==> src/rtl/apb_arb_master.sv <==
// Two-requester round-robin arbiter in front of a single APB3 master port.
// Optional ACCESS-phase PREADY timeout is enabled with `define APB_ARB_TIMEOUT_EN.
module apb_arb_master #(
    parameter int unsigned AW             = 32,
    parameter int unsigned DW             = 32,
    parameter int unsigned TIMEOUT_CYCLES = 16
) (
    input  logic            clk,
    input  logic            rst_n,
    input  logic [1:0]      req_valid,
    output logic [1:0]      req_ready,
    input  logic [1:0]      req_write,
    input  logic [2*AW-1:0] req_addr,
    input  logic [2*DW-1:0] req_wdata,
    output logic [1:0]      rsp_valid,
    output logic [DW-1:0]   rsp_rdata,
    output logic            rsp_slverr,
    output logic [AW-1:0]   paddr,
    output logic            psel,
    output logic            penable,
    output logic            pwrite,
    output logic [DW-1:0]   pwdata,
    input  logic [DW-1:0]   prdata,
    input  logic            pready,
    input  logic            pslverr
);

    localparam logic [1:0] IDLE   = 2'd0;
    localparam logic [1:0] SETUP  = 2'd1;
    localparam logic [1:0] ACCESS = 2'd2;

    logic [1:0]    state, state_d;
    logic          ptr, ptr_d;
    logic          owner, owner_d;
    logic          gnt_any, gnt_idx;
    logic          timeout;
    logic [AW-1:0] addr_d;
    logic [DW-1:0] wdata_d, rdata_d;
    logic          write_d, slverr_d, psel_d, penable_d;
    logic [1:0]    rsp_valid_d;

    // Pointed requester wins a tie; a lone requester always wins.
    always_comb begin
        gnt_any = |req_valid;
        gnt_idx = (req_valid == 2'b11) ? ptr : req_valid[1];
    end

    // Acceptance is same-cycle in IDLE; gated by rst_n so it stays low in reset.
    assign req_ready = (state == IDLE && gnt_any && rst_n) ? {gnt_idx, ~gnt_idx} : 2'b00;

`ifdef APB_ARB_TIMEOUT_EN
    localparam int unsigned CW = $clog2(TIMEOUT_CYCLES + 1);
    logic [CW-1:0] to_cnt, to_cnt_d;

    assign timeout = (state == ACCESS) && !pready && (to_cnt == CW'(TIMEOUT_CYCLES - 1));

    // Counts stalled ACCESS cycles; cleared on every entry to SETUP.
    always_comb begin
        to_cnt_d = to_cnt;
        if (state_d == SETUP) begin
            to_cnt_d = '0;
        end else if (state == ACCESS && !pready) begin
            to_cnt_d = to_cnt + CW'(1);
        end
    end

    always_ff @(posedge clk or negedge rst_n) begin
        if (!rst_n) begin
            to_cnt <= '0;
        end else begin
            to_cnt <= to_cnt_d;
        end
    end
`else
    logic unused_cfg;
    assign unused_cfg = ^TIMEOUT_CYCLES;
    assign timeout    = 1'b0;
`endif

    // Next state and next values of all registered outputs.
    always_comb begin
        state_d     = state;
        ptr_d       = ptr;
        owner_d     = owner;
        addr_d      = paddr;
        write_d     = pwrite;
        wdata_d     = pwdata;
        rsp_valid_d = 2'b00;
        rdata_d     = rsp_rdata;
        slverr_d    = rsp_slverr;
        case (state)
            IDLE: begin
                if (gnt_any) begin
                    state_d = SETUP;
                    ptr_d   = ~gnt_idx;
                    owner_d = gnt_idx;
                    addr_d  = gnt_idx ? req_addr[2*AW-1:AW] : req_addr[AW-1:0];
                    wdata_d = gnt_idx ? req_wdata[2*DW-1:DW] : req_wdata[DW-1:0];
                    write_d = req_write[gnt_idx];
                end
            end
            SETUP: state_d = ACCESS;
            ACCESS: begin
                if (pready) begin
                    state_d     = IDLE;
                    rsp_valid_d = {owner, ~owner};
                    rdata_d     = pwrite ? '0 : prdata;
                    slverr_d    = pslverr;
                end else if (timeout) begin
                    state_d     = IDLE;
                    rsp_valid_d = {owner, ~owner};
                    rdata_d     = '0;
                    slverr_d    = 1'b1;
                end
            end
            default: state_d = IDLE;
        endcase
        psel_d    = (state_d != IDLE);
        penable_d = (state_d == ACCESS);
    end

    always_ff @(posedge clk or negedge rst_n) begin
        if (!rst_n) begin
            state      <= IDLE;
            ptr        <= 1'b0;
            owner      <= 1'b0;
            paddr      <= '0;
            pwrite     <= 1'b0;
            pwdata     <= '0;
            psel       <= 1'b0;
            penable    <= 1'b0;
            rsp_valid  <= 2'b00;
            rsp_rdata  <= '0;
            rsp_slverr <= 1'b0;
        end else begin
            state      <= state_d;
            ptr        <= ptr_d;
            owner      <= owner_d;
            paddr      <= addr_d;
            pwrite     <= write_d;
            pwdata     <= wdata_d;
            psel       <= psel_d;
            penable    <= penable_d;
            rsp_valid  <= rsp_valid_d;
            rsp_rdata  <= rdata_d;
            rsp_slverr <= slverr_d;
        end
    end

endmodule

==> config.mk <==
export PLATFORM = sky130hd
export DESIGN_NAME = apb_arb_master
export DESIGN_NICKNAME = d
export VERILOG_FILES = /design/src/rtl/apb_arb_master.sv
export SDC_FILE = /design/constraint.sdc
export NUM_CORES = 1
export LEC_CHECK = 0
export CAP_MARGIN = 10
export CORE_MARGIN = 3
export CORE_UTILIZATION = 38
export CTS_CLUSTER_SIZE = 16
export DETAILED_ROUTE_END_ITERATION = 10
export PLACE_DENSITY = 0.81
export SETUP_SLACK_MARGIN = 0.15
export SYNTH_ARGS = -nofsm -noshare
export SYNTH_HDL_FRONTEND = slang
export SYNTH_SLANG_ARGS = --single-unit
==> constraint.sdc <==
create_clock -name clk -period 2.1 [get_ports clk]
set_input_delay 0.42 -clock clk [delete_from_list [all_inputs] [get_ports clk]]
set_output_delay 0.42 -clock clk [all_outputs]
set_load 0.01 [all_outputs]
### The metal 1 layer

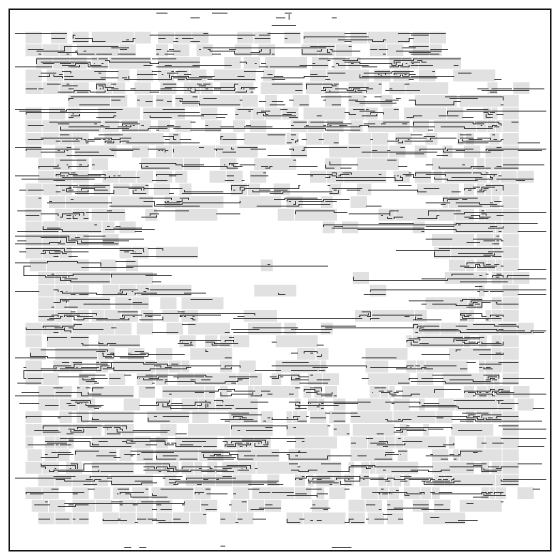
nets with wire on the layer: 721
wire length on this layer: 6070 um
share of all routed wire: 39%
longest straight run: 52.4 um
main direction: horizontal

### Metal 2

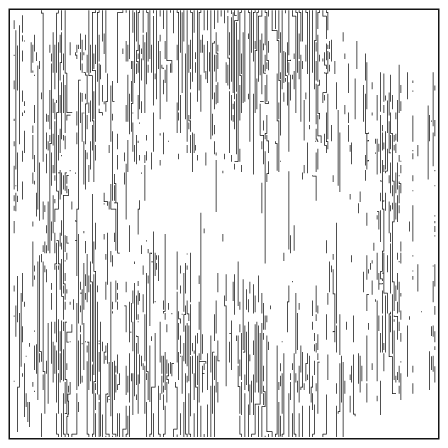
longest straight run: 40.3 um
wire length on this layer: 7670 um
nets with wire on the layer: 722

### M4 wires

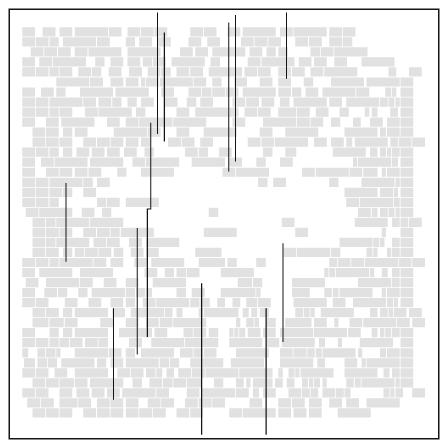
wire length on this layer: 399 um
nets with wire on the layer: 11
share of all routed wire: 2.6%

### Cell area per tile

Bar = 20 um. 12 x 12 tiles, from dark blue (low) to red (high), 0 to 100% covered.
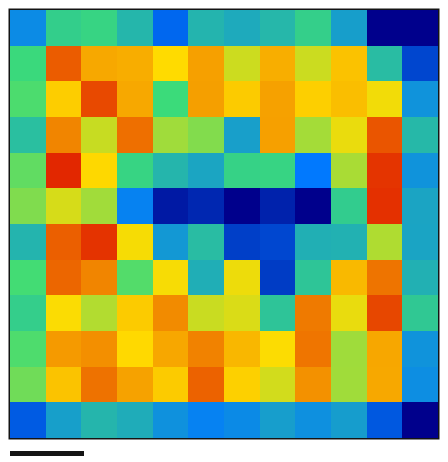
fullest tile: 96%
emptiest ninth of the die: middle
mean over tiles: 56%
nearly empty tiles: 3.5%
tiles over 75% full: 34%

### Routing congestion

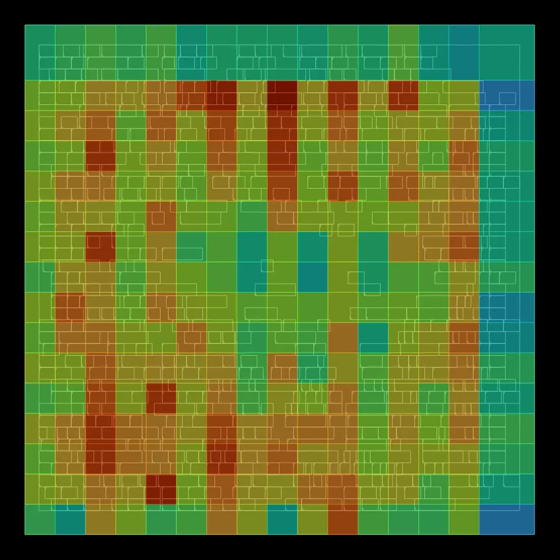
GRT Overall Usage: 22.6%
per-cell routed wire length: 19.4 um
share of the core filled with cells in the final layout: 67.0%
GR met3 Demand/Resource: 7.98%
grt met1 use: 27.7%

==> summary.txt <==
Implementation numbers.

- Once detail routing completed, the nets flagged for antenna violations numbered 0.
- The final layout contains 824 nets.
- The number of buffers between clock root and the deepest sink is 2.
- The flow ran to the end, and the final reports show no timing, DRC or antenna violations.
- After technology mapping, the gate count stands at 396.
- The final critical path time including I/O delays and setup is 1920 ps.
- Warnings raised by the tools during the run amount to 28.
- The combined buffer and inverter count along the critical path is 1.
- The area taken by multi-input logic gates is 0.00177 mm2.
- After synthesis the cells add up to 0.00461 mm2.
- The maximum single-stage delay on the critical path reads 430 ps.
- The core region is 0.0116 mm2.
- Setup repair after global routing could not meet its margin everywhere.
- The highest supply drop recorded on VDD is 0.000909 V.
- The power dissipated by switching net loads reads 0.00362 W.
- Data on the critical path arrives at its endpoint at 1500 ps.
- Per Yosys stat, the portion of area used by sequential elements is 57.6%.
- The pin count of the biggest net entering global routing is 60.
- The internal power is 0.00709 W.
- The total overflow reported by the global router is 0.
- The iteration count of the initial detailed-routing pass is 4.
- The well tap count reads 143.
- The total number of vias is 4251.
- The setup TNS reads 0 ps.
- The adder and majority gate portion of the synthesized area reads 0%.
- Per the detailed placement report, the placed cell area equals 0.00747 mm2.
- The data required time of the critical path reads 1680 ps.
- The fraction of area in multi-input gates is 22.7%.
- The CTS buffer count is 9.
- The number of global-route vias before repair was 4505.
- The floorplan step records an initial core utilization of 39.7%.
- The cell kind with the greatest summed area reads buffers.
- The die is 116 um tall.
- Per the synthesis report, the AND-OR/OR-AND share of the synthesized area is 28.7%.
- The half-perimeter wire length after detailed placement reads 11.7 mm.
- The total die area is 0.0135 mm2.
- The power per unit of standard cell area reads 1380 mW/mm2.
- The clock network burns 15.0% of the power.
-- state kept, by name, indices dropped and copies added, names as in the netlist --
name        count
paddr          32
rsp_valid       2
ptr             1
pwdata         32
penable         1
state           2
psel            1
owner           1
rsp_slverr      1
pwrite          1
rsp_rdata      32
-- worst reg2reg max path, cell delays in order, from the launching register on --
cell	delay [ps]
sky130_fd_sc_hd__dfrtp_2	430
sky130_fd_sc_hd__nor2_4	170
sky130_fd_sc_hd__and3_2	200
sky130_fd_sc_hd__buf_4	140
sky130_fd_sc_hd__buf_4	400
sky130_fd_sc_hd__a221o_1	270
-- stage by stage --
stage	power [W]	util, %	setup WS, ps	hold slack [ps]
floorplan	0.00625	-	370	124
global placement	0.00894	64.4	-184	409
detailed placement	0.00911	64.4	-168	436
CTS	0.0108	66.8	88.8	113
global route	0.0114	67.0	141	126
finish	0.0107	67.0	177	110
-- final timing paths --
kind | startpoint | end | depth (start not counted)
max | state[1] | req_ready[1] | 4
max in group asynchronous | rst_n | rsp_rdata[17] | 2
min reg2reg | owner | rsp_valid[0] | 1
max reg2reg | state[1] | pwdata[1] | 5
min | rst_n | paddr[0] | 2
min in group clk | owner | rsp_valid[0] | 1
-- cell usage after synthesis --
library cell | number | area (um2)
sky130_fd_sc_hd__nand2b_1 | 34 | 213
sky130_fd_sc_hd__inv_1 | 2 | 7.51
sky130_fd_sc_hd__or2_1 | 1 | 6.26
sky130_fd_sc_hd__a221o_1 | 65 | 651
sky130_fd_sc_hd__nand3b_1 | 1 | 7.51
sky130_fd_sc_hd__or3b_2 | 1 | 8.76
sky130_fd_sc_hd__buf_2 | 10 | 50.1
sky130_fd_sc_hd__o21bai_1 | 1 | 7.51
sky130_fd_sc_hd__o21ai_0 | 35 | 175
sky130_fd_sc_hd__mux2_2 | 1 | 11.3
sky130_fd_sc_hd__and3_1 | 2 | 12.5
sky130_fd_sc_hd__and2_1 | 2 | 12.5
sky130_fd_sc_hd__buf_6 | 5 | 56.3
sky130_fd_sc_hd__nor2_1 | 5 | 18.8
sky130_fd_sc_hd__nand2_1 | 33 | 124
sky130_fd_sc_hd__or2_2 | 1 | 6.26
sky130_fd_sc_hd__dfrtp_1 | 106 | 2650
sky130_fd_sc_hd__o21a_1 | 65 | 488
sky130_fd_sc_hd__clkbuf_1 | 25 | 93.8
sky130_fd_sc_hd__buf_1 | 1 | 3.75
-- cells by family after synthesis --
family,Yosys count
AND/OR/NAND/NOR,80
multiplexers,1
flip-flops,106
AND-OR/OR-AND,166
buffers and inverters,43
-- power by group through the flow --
stage,logic (W),clock network [W],registers (W)
floorplan,0.00226,0,0.00398
global placement,0.00537,0,0.00357
global route,0.00595,0.00172,0.00371
finish,0.00551,0.00160,0.00360
detailed placement,0.00552,0,0.00359
CTS,0.00554,0.00164,0.00359
-- layer usage --
layer	routed length (um)	GRT usage (%)	vias up
met4	398	7.73	0
met1	6070	27.7	2045
li1	-	-	1981
met2	7670	37.4	198
met3	1440	7.98	27
met5	0	0	-
-- timing repair --
action	4_1_cts	5_1_grt
setup endpoints to repair	2	2
buffers inserted	0	1
gates resized	7	7
pin swaps	0	1
No activity file was given, so power comes from the tool's default toggle rates.
